<file path="config.mk">
export PLATFORM = sky130hd
export DESIGN_NAME = cgra_im_loader_flat
export DESIGN_NICKNAME = d
export VERILOG_FILES = /design/src/rtl/cgra_im_loader_pkg.sv /design/src/rtl/cgra_im_loader_if.sv /design/src/rtl/cgra_im_loader.sv /design/src/flat_wrapper.sv
export SDC_FILE = /design/constraint.sdc
export NUM_CORES = 1
export LEC_CHECK = 0
export CAP_MARGIN = 10
export CORE_MARGIN = 2
export CORE_UTILIZATION = 56
export CTS_CLUSTER_DIAMETER = 80
export DETAILED_ROUTE_END_ITERATION = 8
export PLACE_DENSITY_LB_ADDON = 0.25
export SLEW_MARGIN = 30
export SYNTH_ARGS = -nofsm -noshare
export SYNTH_HDL_FRONTEND = slang
export SYNTH_SLANG_ARGS = --single-unit
</file>
<file path="constraint.sdc">
create_clock -name iClk -period 3.9 [get_ports iClk]
set_input_delay 0.78 -clock iClk [delete_from_list [all_inputs] [get_ports iClk]]
set_output_delay 0.78 -clock iClk [all_outputs]
set_load 0.01 [all_outputs]
</file>
<file path="src/rtl/cgra_im_loader_pkg.sv">
// Shared definitions for the instruction-memory loader: header field layout,
// end-marker target code, FSM state encoding and target classification.
package cgra_im_loader_pkg;

   // Target code that terminates the load stream instead of opening a record
   localparam logic [7:0] TARGET_END = 8'hFF;

   // Header word field positions
   localparam int TGT_LSB = 0;
   localparam int CNT_LSB = 16;

   typedef enum logic [1:0] {
      HDR0    = 2'd0,
      ADDR    = 2'd1,
      DATA_LO = 2'd2,
      DATA_HI = 2'd3
   } state_e;

   // How the payload of the current record is interpreted
   typedef enum logic [1:0] {
      KIND_ID  = 2'd0,
      KIND_IMM = 2'd1,
      KIND_BAD = 2'd2
   } kind_e;

endpackage

</file>
<file path="src/rtl/cgra_im_loader_if.sv">
// Host-to-loader word stream: 32-bit words qualified by iValid, accepted on iValid & oReady.
// The loader side is the slave; the host/configuration bus is the master.
// Signal names follow the loader's external port names.
interface cgra_im_loader_if #(
   parameter int IN_WIDTH = 32
) ();

   logic [IN_WIDTH-1:0] iData;
   logic                iValid;
   logic                oReady;

   modport master (
      output iData,
      output iValid,
      input  oReady
   );

   modport slave (
      input  iData,
      input  iValid,
      output oReady
   );

endinterface

</file>
<file path="src/rtl/cgra_im_loader.sv">
// Parses load records from a word stream and writes decoder/immediate IMs one instruction at a time.
// Latency: write strobe, address and data appear one cycle after an instruction's final word.
// Backpressure: none internally; oReady is high whenever out of reset, iValid gaps stall the parser.
module cgra_im_loader
   import cgra_im_loader_pkg::*;
#(
   parameter int I_WIDTH           = 12,
   parameter int I_IMM_WIDTH       = 33,
   parameter int IM_MEM_ADDR_WIDTH = 8,
   parameter int NUM_ID            = 6,
   parameter int NUM_IMM           = 3,
   parameter int IN_WIDTH          = 32
) (
   input  logic                         iClk,
   input  logic                         iReset,
   cgra_im_loader_if.slave              s_if,
   output logic [NUM_ID+NUM_IMM-1:0]    oIM_WriteEnable,
   output logic [IM_MEM_ADDR_WIDTH-1:0] oIM_WriteAddress,
   output logic [I_WIDTH-1:0]           oIM_WriteData,
   output logic [I_IMM_WIDTH-1:0]       oIM_WriteData_IMM,
   output logic                         oBusy,
   output logic                         oDone,
   output logic                         oError
);

   localparam int NUM_T = NUM_ID + NUM_IMM;
   localparam int AW    = IM_MEM_ADDR_WIDTH;

   state_e               state_q, state_d;
   kind_e                kind_q, kind_d;
   logic [7:0]           tgt_q, tgt_d;
   logic [15:0]          cnt_q, cnt_d;
   logic [AW-1:0]        addr_q, addr_d;
   logic [31:0]          lo_q, lo_d;
   logic [NUM_T-1:0]     we_q, we_d;
   logic [AW-1:0]        wa_q, wa_d;
   logic [I_WIDTH-1:0]   wd_q, wd_d;
   logic [I_IMM_WIDTH-1:0] wdi_q, wdi_d;
   logic                 ready_q, ready_d;
   logic                 busy_q, busy_d;
   logic                 done_q, done_d;
   logic                 err_q, err_d;

   logic [IN_WIDTH-1:0]  word;
   logic                 accept;
   logic [7:0]           hdr_tgt;
   logic [15:0]          hdr_cnt;

   assign word    = s_if.iData;
   assign accept  = s_if.iValid & ready_q;
   assign hdr_tgt = word[TGT_LSB +: 8];
   assign hdr_cnt = word[CNT_LSB +: 16];

   // Next-state: header parsing, instruction assembly and write-strobe generation
   always_comb begin
      state_d = state_q;
      kind_d  = kind_q;
      tgt_d   = tgt_q;
      cnt_d   = cnt_q;
      addr_d  = addr_q;
      lo_d    = lo_q;
      we_d    = '0;
      wa_d    = wa_q;
      wd_d    = wd_q;
      wdi_d   = wdi_q;
      ready_d = 1'b1;
      done_d  = done_q;
      err_d   = err_q;
      if (accept) begin
         case (state_q)
            HDR0: begin
               done_d = 1'b0;
               tgt_d  = hdr_tgt;
               cnt_d  = hdr_cnt;
               if (hdr_tgt == TARGET_END) begin
                  done_d = 1'b1;
               end else begin
                  state_d = ADDR;
                  if (hdr_tgt < 8'(NUM_ID)) begin
                     kind_d = KIND_ID;
                  end else if (hdr_tgt < 8'(NUM_T)) begin
                     kind_d = KIND_IMM;
                  end else begin
                     // Unknown target: payload is still drained one word per instruction
                     kind_d = KIND_BAD;
                     err_d  = 1'b1;
                  end
               end
            end
            ADDR: begin
               addr_d  = word[AW-1:0];
               state_d = (cnt_q == 16'd0) ? HDR0 : DATA_LO;
            end
            DATA_LO: begin
               if (kind_q == KIND_IMM) begin
                  lo_d    = word[31:0];
                  state_d = DATA_HI;
               end else begin
                  if (kind_q == KIND_ID) begin
                     we_d = NUM_T'(1) << tgt_q;
                     wa_d = addr_q;
                     wd_d = word[I_WIDTH-1:0];
                  end
                  addr_d  = addr_q + AW'(1);
                  cnt_d   = cnt_q - 16'd1;
                  state_d = (cnt_q == 16'd1) ? HDR0 : DATA_LO;
               end
            end
            DATA_HI: begin
               we_d    = NUM_T'(1) << tgt_q;
               wa_d    = addr_q;
               wdi_d   = {word[I_IMM_WIDTH-33:0], lo_q};
               addr_d  = addr_q + AW'(1);
               cnt_d   = cnt_q - 16'd1;
               state_d = (cnt_q == 16'd1) ? HDR0 : DATA_LO;
            end
            default: state_d = HDR0;
         endcase
      end
      busy_d = (state_d != HDR0);
   end

   // State and registered outputs; reset drops any partially received record
   always_ff @(posedge iClk) begin
      if (iReset) begin
         state_q <= HDR0;
         kind_q  <= KIND_ID;
         tgt_q   <= '0;
         cnt_q   <= '0;
         addr_q  <= '0;
         lo_q    <= '0;
         we_q    <= '0;
         wa_q    <= '0;
         wd_q    <= '0;
         wdi_q   <= '0;
         ready_q <= 1'b0;
         busy_q  <= 1'b0;
         done_q  <= 1'b0;
         err_q   <= 1'b0;
      end else begin
         state_q <= state_d;
         kind_q  <= kind_d;
         tgt_q   <= tgt_d;
         cnt_q   <= cnt_d;
         addr_q  <= addr_d;
         lo_q    <= lo_d;
         we_q    <= we_d;
         wa_q    <= wa_d;
         wd_q    <= wd_d;
         wdi_q   <= wdi_d;
         ready_q <= ready_d;
         busy_q  <= busy_d;
         done_q  <= done_d;
         err_q   <= err_d;
      end
   end

   assign s_if.oReady       = ready_q;
   assign oIM_WriteEnable   = we_q;
   assign oIM_WriteAddress  = wa_q;
   assign oIM_WriteData     = wd_q;
   assign oIM_WriteData_IMM = wdi_q;
   assign oBusy             = busy_q;
   assign oDone             = done_q;
   assign oError            = err_q;

endmodule

</file>
<file path="src/flat_wrapper.sv">
// flat-port wrapper written by rule: the top's interface ports become plain ports
module cgra_im_loader_flat import cgra_im_loader_pkg::*;
#(
   parameter int I_WIDTH           = 12,
   parameter int I_IMM_WIDTH       = 33,
   parameter int IM_MEM_ADDR_WIDTH = 8,
   parameter int NUM_ID            = 6,
   parameter int NUM_IMM           = 3,
   parameter int IN_WIDTH          = 32
)
  (iClk, iReset, oIM_WriteEnable, oIM_WriteAddress, oIM_WriteData, oIM_WriteData_IMM, oBusy, oDone, oError, s_if_iData, s_if_iValid, s_if_oReady);
  cgra_im_loader_if #(.IN_WIDTH(IN_WIDTH)) s_if_i ();
  input  logic iClk;
  input  logic iReset;
  output logic [NUM_ID+NUM_IMM-1:0] oIM_WriteEnable;
  output logic [IM_MEM_ADDR_WIDTH-1:0] oIM_WriteAddress;
  output logic [I_WIDTH-1:0] oIM_WriteData;
  output logic [I_IMM_WIDTH-1:0] oIM_WriteData_IMM;
  output logic oBusy;
  output logic oDone;
  output logic oError;
  input wire logic [$bits(s_if_i.iData)-1:0] s_if_iData;
  input wire logic [$bits(s_if_i.iValid)-1:0] s_if_iValid;
  output wire logic [$bits(s_if_i.oReady)-1:0] s_if_oReady;
  assign s_if_i.iData = s_if_iData;
  assign s_if_i.iValid = s_if_iValid;
  assign s_if_oReady = s_if_i.oReady;
  cgra_im_loader #(.I_WIDTH(I_WIDTH), .I_IMM_WIDTH(I_IMM_WIDTH), .IM_MEM_ADDR_WIDTH(IM_MEM_ADDR_WIDTH), .NUM_ID(NUM_ID), .NUM_IMM(NUM_IMM), .IN_WIDTH(IN_WIDTH)) u_core (.iClk(iClk), .iReset(iReset), .s_if(s_if_i), .oIM_WriteEnable(oIM_WriteEnable), .oIM_WriteAddress(oIM_WriteAddress), .oIM_WriteData(oIM_WriteData), .oIM_WriteData_IMM(oIM_WriteData_IMM), .oBusy(oBusy), .oDone(oDone), .oError(oError));
endmodule
</file>
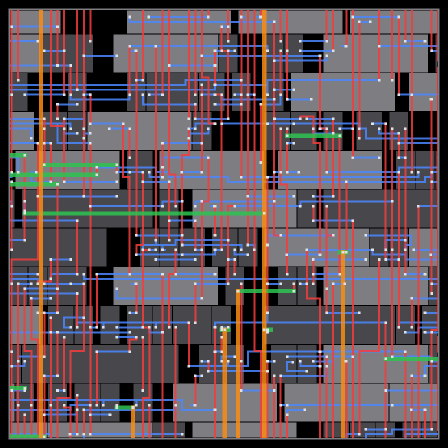
detail.png
Window x 36 to 66, y 56 to 86 µm. Cells in grey, sequential cells in the stronger grey; small squares are vias.
[green] metal 3
[orange] metal 4
[red] metal 2
[blue] metal 1
cells with their middle in the window: 77
sequential cells in the window: 17
most frequent: nand2_1 (37), dfxtp_1 (17), a21oi_1 (14)
netlist names of flops here include: u_core.lo_q (9), u_core.oIM_WriteData_IMM (7)

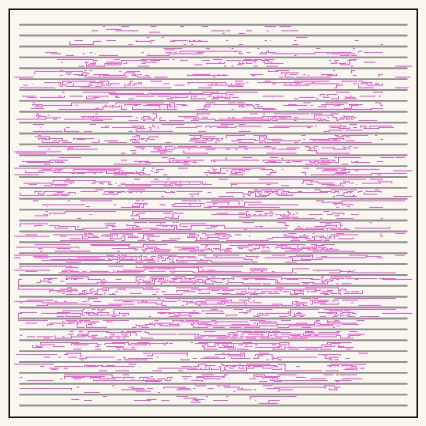
layer_met1.png
Drawn at 4 px/µm. Supply wires on this layer in grey.
nets with wire on the layer: 719
share of all routed wire: 41%
main direction: horizontal
longest straight run: 26.7 µm
via count: 5054
drt total wl: 14000 µm
GR Layer Usage met1: 34.5%

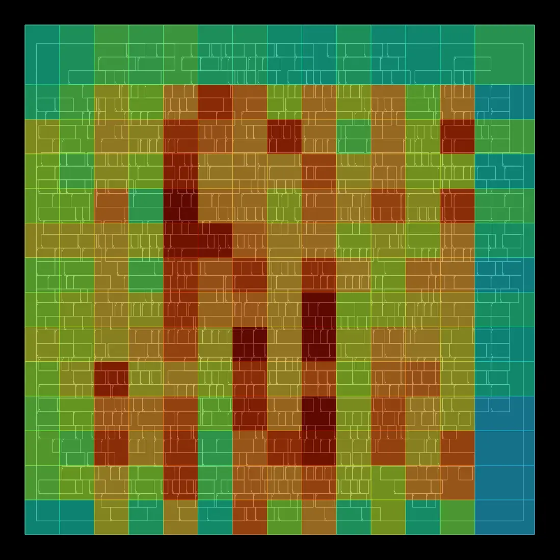
congestion.png
DR WL/cell: 15.6 µm
Global Route met3 Usage: 6.14%

==> results.txt <==
Worst path top cell family by delay = simple AND/OR/NAND/NOR gates
level count of the clock H-tree = 4
min-delay src = u_core.lo_q[25]
Pwr Density = 468 nW/µm²
CP Launch Type = flip-flop
Plain + repair buffers = 106
final-report max-slew violation count = 0
total congestion overflow = 0
combinational gate area = 2470 µm²
and+or+nand+nor area frac = 24.3%
DR iter-0 viols = 336
Worst Hold Class = reg2reg
Inserted Diodes = 0
CTS max path bufs = 2
NonClk Buf Share = 14.9%
Crit. End Element = flip-flop
area delta synth->final = 31.3%
peak supply drop = 0.401 mV
number of enable flip-flop cells = 0
DP HPWL = 9200 µm
status = complete, no violations
Port Buffers = 100
cells after synthesis = 669
vias in the first global route = 4873
Finished Cell Area = 7000 µm²
post-route ant nets = 0
multi-input gates = 485
Tap Cells = 129
WHS Endpoint = u_core.oIM_WriteData_IMM[25]
final core occ = 75.8%
yosys synthesis warning count = 0
CTS Hold Bufs = 0
Hold Violations, Final = 0
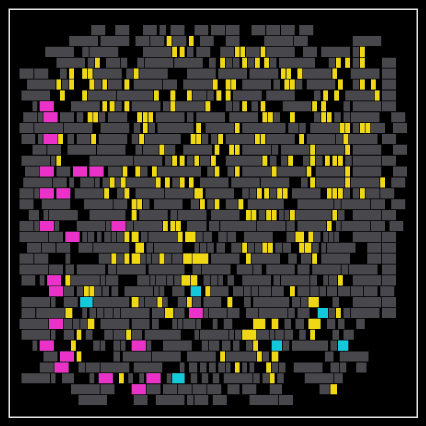
logic_types.png
Drawn at 4 px/µm.
[yellow] nand cells | cells: 199
[magenta] mux cells | cells: 22
[cyan] non-inverting ao/oa cells | cells: 6
most instantiated logic cell after routing: nand2_1
post-route insts no fill: 894
Comb area share: 35.3%

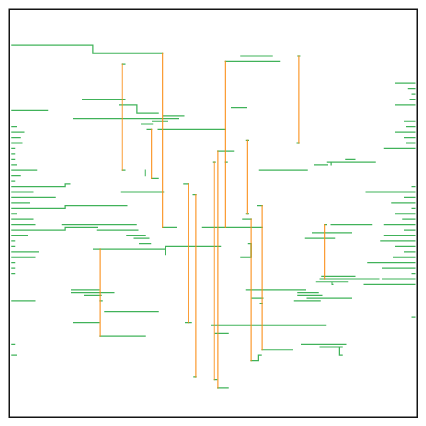
wires.png
Drawn at 4 px/µm. Only two layers are drawn.
[orange] metal 4 | wire length: 464 µm
[green] metal 3 | wire length: 824 µm
Total Routing Usage GR: 28.4%

-- stage by stage --
stage	hold WS, ns	total power [W]
2_1_floorplan	0.431	0.00156
3_3_place_gp	0.438	0.00165
3_5_place_dp	0.445	0.00165
4_1_cts	0.446	0.00328
5_1_grt	0.465	0.00338
6_report	0.448	0.00328
-- layer usage --
layer	share of wire [%]	track usage [%]	routed length [µm]
met1	41	34.5	5780
met2	49	47.8	6910
met3	5.9	6.14	823
met4	3.3	13.6	464
met5	0	0	0
-- where the power goes --
group          leakage (nW)  internal (W)  switching [W]
logic                  1.15     0.0000917       0.000123
registers              1.08       0.00139      0.0000263
clock network         0.301       0.00101       0.000638
No activity file was given, so power comes from the tool's default toggle rates.
